`src/rtl/div_ctrl_pkg.sv`:
```
// Shared types, default parameters and the divisor legality check for div_ctrl.
package div_ctrl_pkg;

    localparam int unsigned P_DIV_W   = 5;
    localparam int unsigned P_DEF_DIV = 4;
    localparam int unsigned P_MAX_DIV = 16;

    typedef enum logic {
        STOP = 1'b0,
        RUN  = 1'b1
    } state_e;

    // Even and within 2..max_div.
    function automatic logic div_legal(input logic [31:0] value, input int unsigned max_div);
        return (value[0] == 1'b0) && (value >= 32'd2) && (value <= max_div);
    endfunction

endpackage

```
`src/rtl/div_phase_cnt.sv`:
```
// Phase counter for the divided clock: boundary detect plus registered clk_out/clk_en.
// Outputs are computed from next-cycle count and divisor so they line up with cnt.
module div_phase_cnt #(
    parameter int unsigned DIV_W = 5
) (
    input  logic             clk_in,
    input  logic             rst_n,
    input  logic [DIV_W-1:0] i_n,
    input  logic [DIV_W-1:0] i_n_nxt,
    input  logic             i_run,
    input  logic             i_clear,
    output logic             o_bnd_c,
    output logic             o_clk_out,
    output logic             o_clk_en
);

    logic [DIV_W-1:0] r_cnt;
    logic [DIV_W-1:0] w_cnt_nxt;
    logic             r_clk_out;
    logic             r_clk_en;

    assign o_bnd_c   = i_run && (r_cnt == (i_n - DIV_W'(1)));
    assign w_cnt_nxt = (!i_run || i_clear || o_bnd_c) ? '0 : (r_cnt + DIV_W'(1));

    always_ff @(posedge clk_in) begin
        if (!rst_n) begin
            r_cnt     <= '0;
            r_clk_out <= 1'b0;
            r_clk_en  <= 1'b0;
        end else begin
            r_cnt     <= w_cnt_nxt;
            r_clk_out <= !i_clear && (w_cnt_nxt >= (i_n_nxt >> 1));
            r_clk_en  <= !i_clear && (w_cnt_nxt == (i_n_nxt - DIV_W'(1)));
        end
    end

    assign o_clk_out = r_clk_out;
    assign o_clk_en  = r_clk_en;

endmodule

```
`src/rtl/div_ctrl.sv`:
```
// Even clock divider controller: run/stop on period boundaries and glitch-free
// divisor reconfiguration through a req/ack handshake.
module div_ctrl
    import div_ctrl_pkg::*;
#(
    parameter int unsigned DIV_W   = P_DIV_W,
    parameter int unsigned DEF_DIV = P_DEF_DIV,
    parameter int unsigned MAX_DIV = P_MAX_DIV
) (
    input  logic             clk_in,
    input  logic             rst_n,
    input  logic             run_en,
    input  logic             cfg_req,
    input  logic [DIV_W-1:0] cfg_div,
    output logic             cfg_ack,
    output logic             cfg_err,
    output logic             busy,
    output logic             running,
    output logic [DIV_W-1:0] div_cur,
    output logic             clk_out,
    output logic             clk_en
);

    state_e           r_state;
    state_e           w_state_nxt;
    logic [DIV_W-1:0] r_div;
    logic [DIV_W-1:0] w_div_nxt;
    logic [DIV_W-1:0] r_pend_div;
    logic [DIV_W-1:0] w_pend_div_nxt;
    logic             r_pend;
    logic             w_pend_nxt;
    logic             r_ack_dly;
    logic             w_ack_dly_nxt;
    logic             r_ack;
    logic             r_err;
    logic             w_err_nxt;
    logic             r_running;
    logic             w_bnd;
    logic             w_acc;
    logic             w_legal;
    logic             w_run;
    logic             w_clear;

    always_ff @(posedge clk_in) begin
        if (!rst_n) begin
            r_state    <= STOP;
            r_div      <= DIV_W'(DEF_DIV);
            r_pend_div <= '0;
            r_pend     <= 1'b0;
            r_ack_dly  <= 1'b0;
            r_ack      <= 1'b0;
            r_err      <= 1'b0;
            r_running  <= 1'b0;
        end else begin
            r_state    <= w_state_nxt;
            r_div      <= w_div_nxt;
            r_pend_div <= w_pend_div_nxt;
            r_pend     <= w_pend_nxt;
            r_ack_dly  <= w_ack_dly_nxt;
            r_ack      <= r_ack_dly;
            r_err      <= w_err_nxt;
            r_running  <= (w_state_nxt == RUN);
        end
    end

    // New requests are held off while an ack or err is in flight so both stay single, exclusive pulses.
    always_comb begin
        w_state_nxt    = r_state;
        w_div_nxt      = r_div;
        w_pend_div_nxt = r_pend_div;
        w_pend_nxt     = r_pend;
        w_ack_dly_nxt  = 1'b0;
        w_err_nxt      = 1'b0;
        w_legal        = div_legal(32'(cfg_div), MAX_DIV);
        w_acc          = cfg_req && !r_pend && !r_ack_dly && !r_err;

        case (r_state)
            STOP: begin
                if (r_pend) begin
                    w_div_nxt     = r_pend_div;
                    w_pend_nxt    = 1'b0;
                    w_ack_dly_nxt = 1'b1;
                end else if (w_acc && w_legal) begin
                    w_div_nxt     = cfg_div;
                    w_ack_dly_nxt = 1'b1;
                end
                if (run_en) begin
                    w_state_nxt = RUN;
                end
            end
            RUN: begin
                if (w_bnd) begin
                    if (r_pend) begin
                        w_div_nxt     = r_pend_div;
                        w_pend_nxt    = 1'b0;
                        w_ack_dly_nxt = 1'b1;
                    end
                    if (!run_en) begin
                        w_state_nxt = STOP;
                    end
                end
                if (w_acc && w_legal) begin
                    w_pend_nxt     = 1'b1;
                    w_pend_div_nxt = cfg_div;
                end
            end
            default: w_state_nxt = STOP;
        endcase

        if (w_acc && !w_legal) begin
            w_err_nxt = 1'b1;
        end
    end

    assign w_run   = (r_state == RUN);
    assign w_clear = (w_state_nxt == STOP);

    div_phase_cnt #(
        .DIV_W (DIV_W)
    ) u_phase (
        .clk_in    (clk_in),
        .rst_n     (rst_n),
        .i_n       (r_div),
        .i_n_nxt   (w_div_nxt),
        .i_run     (w_run),
        .i_clear   (w_clear),
        .o_bnd_c   (w_bnd),
        .o_clk_out (clk_out),
        .o_clk_en  (clk_en)
    );

    assign cfg_ack = r_ack;
    assign cfg_err = r_err;
    assign busy    = r_pend;
    assign running = r_running;
    assign div_cur = r_div;

endmodule
```
`config.mk`:
```
export PLATFORM = sky130hd
export DESIGN_NAME = div_ctrl
export DESIGN_NICKNAME = d
export VERILOG_FILES = /design/src/rtl/div_ctrl_pkg.sv /design/src/rtl/div_phase_cnt.sv /design/src/rtl/div_ctrl.sv
export SDC_FILE = /design/constraint.sdc
export NUM_CORES = 1
export LEC_CHECK = 0
export CORE_AREA = 2 2 64 48
export CTS_CLUSTER_DIAMETER = 30
export DETAILED_ROUTE_END_ITERATION = 16
export DIE_AREA = 0 0 66 50
export HOLD_SLACK_MARGIN = 0.05
export PLACE_DENSITY = 0.78
export SLEW_MARGIN = 15
export SYNTH_ARGS = -nofsm -noshare
export SYNTH_HDL_FRONTEND = slang
export SYNTH_SLANG_ARGS = --single-unit
export TNS_END_PERCENT = 100
```
`constraint.sdc`:
```
create_clock -name clk_in -period 5.1 [get_ports clk_in]
set_input_delay 1.02 -clock clk_in [delete_from_list [all_inputs] [get_ports clk_in]]
set_output_delay 1.02 -clock clk_in [all_outputs]
set_load 0.05 [all_outputs]
```
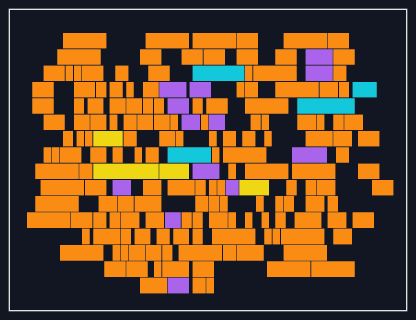
Figure 1: drive-strength map.
(6 px per um)
_0 and _1 cells -> orange  # cells 158, share 88%
_6 and larger -> yellow  # cells 4, share 2.2%
_3 and _4 cells -> cyan  # cells 4, share 2.2%
_2 cells -> purple  # cells 13, share 7.3%

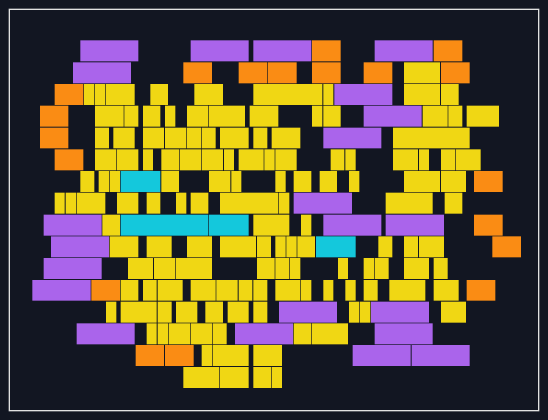
Figure 2: placement by cell class.
(8 px per um)
combinational and other logic -> yellow  # cells 134, share of their area 58%
sequential cells -> purple  # cells 22, share of their area 27%
remaining buffers and delay cells -> orange  # cells 19, share of their area 11%
clock drivers and dummy loads -> cyan  # cells 4, share of their area 4.3%
register share of the cell area: 0.258
Post-Route Utilization: 0.636
post-route cell area: 0.00171 sq mm
# rows: 16
core box area: 0.00268 sq mm

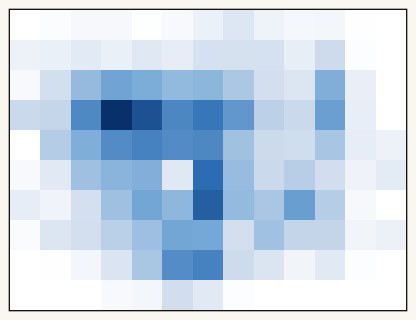
Figure 3: wiring heat map.
(6 px per um) The die is cut into 13 by 10 equal tiles; white is low, dark blue is high, scaled to the fullest tile. Values are wire area over tile area, all layers added.
tiles over half the peak = 15%
mean over tiles = 0.16
nearly empty tiles = 18%
fullest tile = 0.69
densest ninth of the die = center

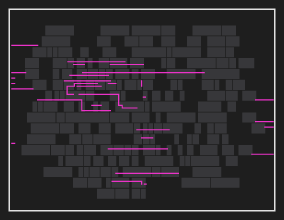
Figure 4: M3 wires.
(4 px per um)
share of all routed wire = 6.6%
nets with wire on the layer = 25
M3 GR Usage: 0.0434
total wire length: 3380 um
Via Count: 1,263

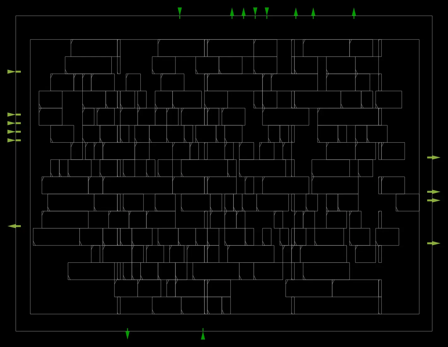
Figure 5: placement view.
# fillers: 251
flop count: 22
final non-filler cell total: 215

==> flow_metrics.tcl <==
# implementation run metrics
set metrics [dict create \
    outcome "complete, no violations" \
    wl_met1_um 1550 \
    place_hpwl_um 2620 \
    ys_sh_mux 0.0281 \
    ys_seq_share 0.309 \
    hold_depth 1 \
    synth-edff-count 0 \
    grt_pass1_wl_um 5440 \
    p_comb_frac 0.188 \
    ys.flops 22 \
    syn_nets 175 \
    topCellsByArea "dfxtp_1, ha_1, nor2_1" \
    fa_ha_area_frac 0.0614 \
    setup_tns_ns 0 \
    clkPwrFrac 0.383 \
    floorplan.core_util 0.532 \
    required_ns 5.26 \
    crit_end "u_phase.o_clk_out" \
    rsz0062_at_grt "no" \
    crit_path_max_fanout 11 \
    worst_path_dominant_cell_family "AND-OR/OR-AND gates" \
    drc 0 \
    routed.top_layer "met4" \
    r2r_start "div_cur[0]" \
    ys_cells 159 \
    worst_setup_path_end_kind "register" \
    path_buffers 1 \
    die_x_um 66 \
    synthArstFlopShare 0 \
    layout-drive-gt1-share 0.117 \
    crit_start "div_cur[0]" \
    hold_slack_ns 0.496 \
    synth-main-ff-cell "dfxtp_1" \
    pwr-share-seq 0.428 \
    r2r_end "u_phase.o_clk_out" \
    worst_setup_path_start_kind "register" \
    grt_pass1_vias 1116 \
    wire_per_inst_um 15.7 \
    slowest_delay_ns 0.49 \
    track_usage 0.222 \
    holdBufCountCts 0 \
    ys_top_logic_family "simple AND/OR/NAND/NOR gates" \
    relSlewSlack 0.661 \
    syn_inst 159 \
    pg_seq_mw 0.184 \
    drv_cap 0 \
    pre_cts_slack_ns 1.18 \
    power_leader "sequential cells" \
    netlist_area_sq_mm 0.00143 \
    path_clk_slew_ns 0.08 \
    yosysUniqueCellTypes 50 \
    gp_congestion 0.957 \
    p_per_area_mw_per_mm2 251 \
    cts_tree "yes" \
    critical_path_class "register to register" \
    clock-sinks 22 \
    antenna_found_initial 0 \
    hold_end "r_pend_div[0]" \
    wl_met3_um 222 \
    hp-class "register to register" \
    top_usage_layer "met2" \
    p_int_mw 0.315 \
    xor_share 0.0789 \
    antenna_cells 0 \
    worst_slack_ns 1.39 \
    ys_area_sq_mm 0.00143 \
    finalPower_mw 0.429 \
    clock_path_buffers 2 \
    r2r_slack_ns 1.39 \
    clockRootBuffer "clkbuf_8" \
    grt-ovfl-total 0 \
    final_max_slew_viol_count 0 \
    cellLeakagePower_nw 0.693 \
    drt_pass1_iterations 4 \
    power_switching_share 0.265 \
    top_area_frac 0.309 \
    finalClockSkew_ns 0.00458 \
    hold_violations 0 \
    cts_buffers 3 \
    ios 20 \
    slowest_stage "dfxtp_1" \
    synth_warnings 0 \
]
-- cells in the final DEF (no fill, tap or decap), types with 5 or more instances in the layout --
cell,count
dfxtp_1,22
nor2_1,19
clkdlybuf4s50_1,19
inv_1,11
xnor2_1,7
nor3_1,7
a21oi_1,7
ha_1,7
nand2_1,5
o21ai_0,5
-- logic make-up (layout without fill, tap and decap cells) --
group	Yosys count	count (layout)
muxes	4	4
and+or+nand+nor	62	62
DFF	22	22
buffers and inverters	14	34
AOI/OAI and AO/OA	38	38
adders and majority gates	7	7
xor gates and xnor gates	12	12
-- layout make-up --
type	count	area, sq um
clock buffers	3	41.3
clock inverters	1	30.0
fillers	251	976
inverters	11	41.3
multi-input cells	123	918
flip-flops and latches	22	440
well taps	36	45.0
repair buffers	19	190
Power figures rest on the tool's default switching activity, not on a simulated workload.
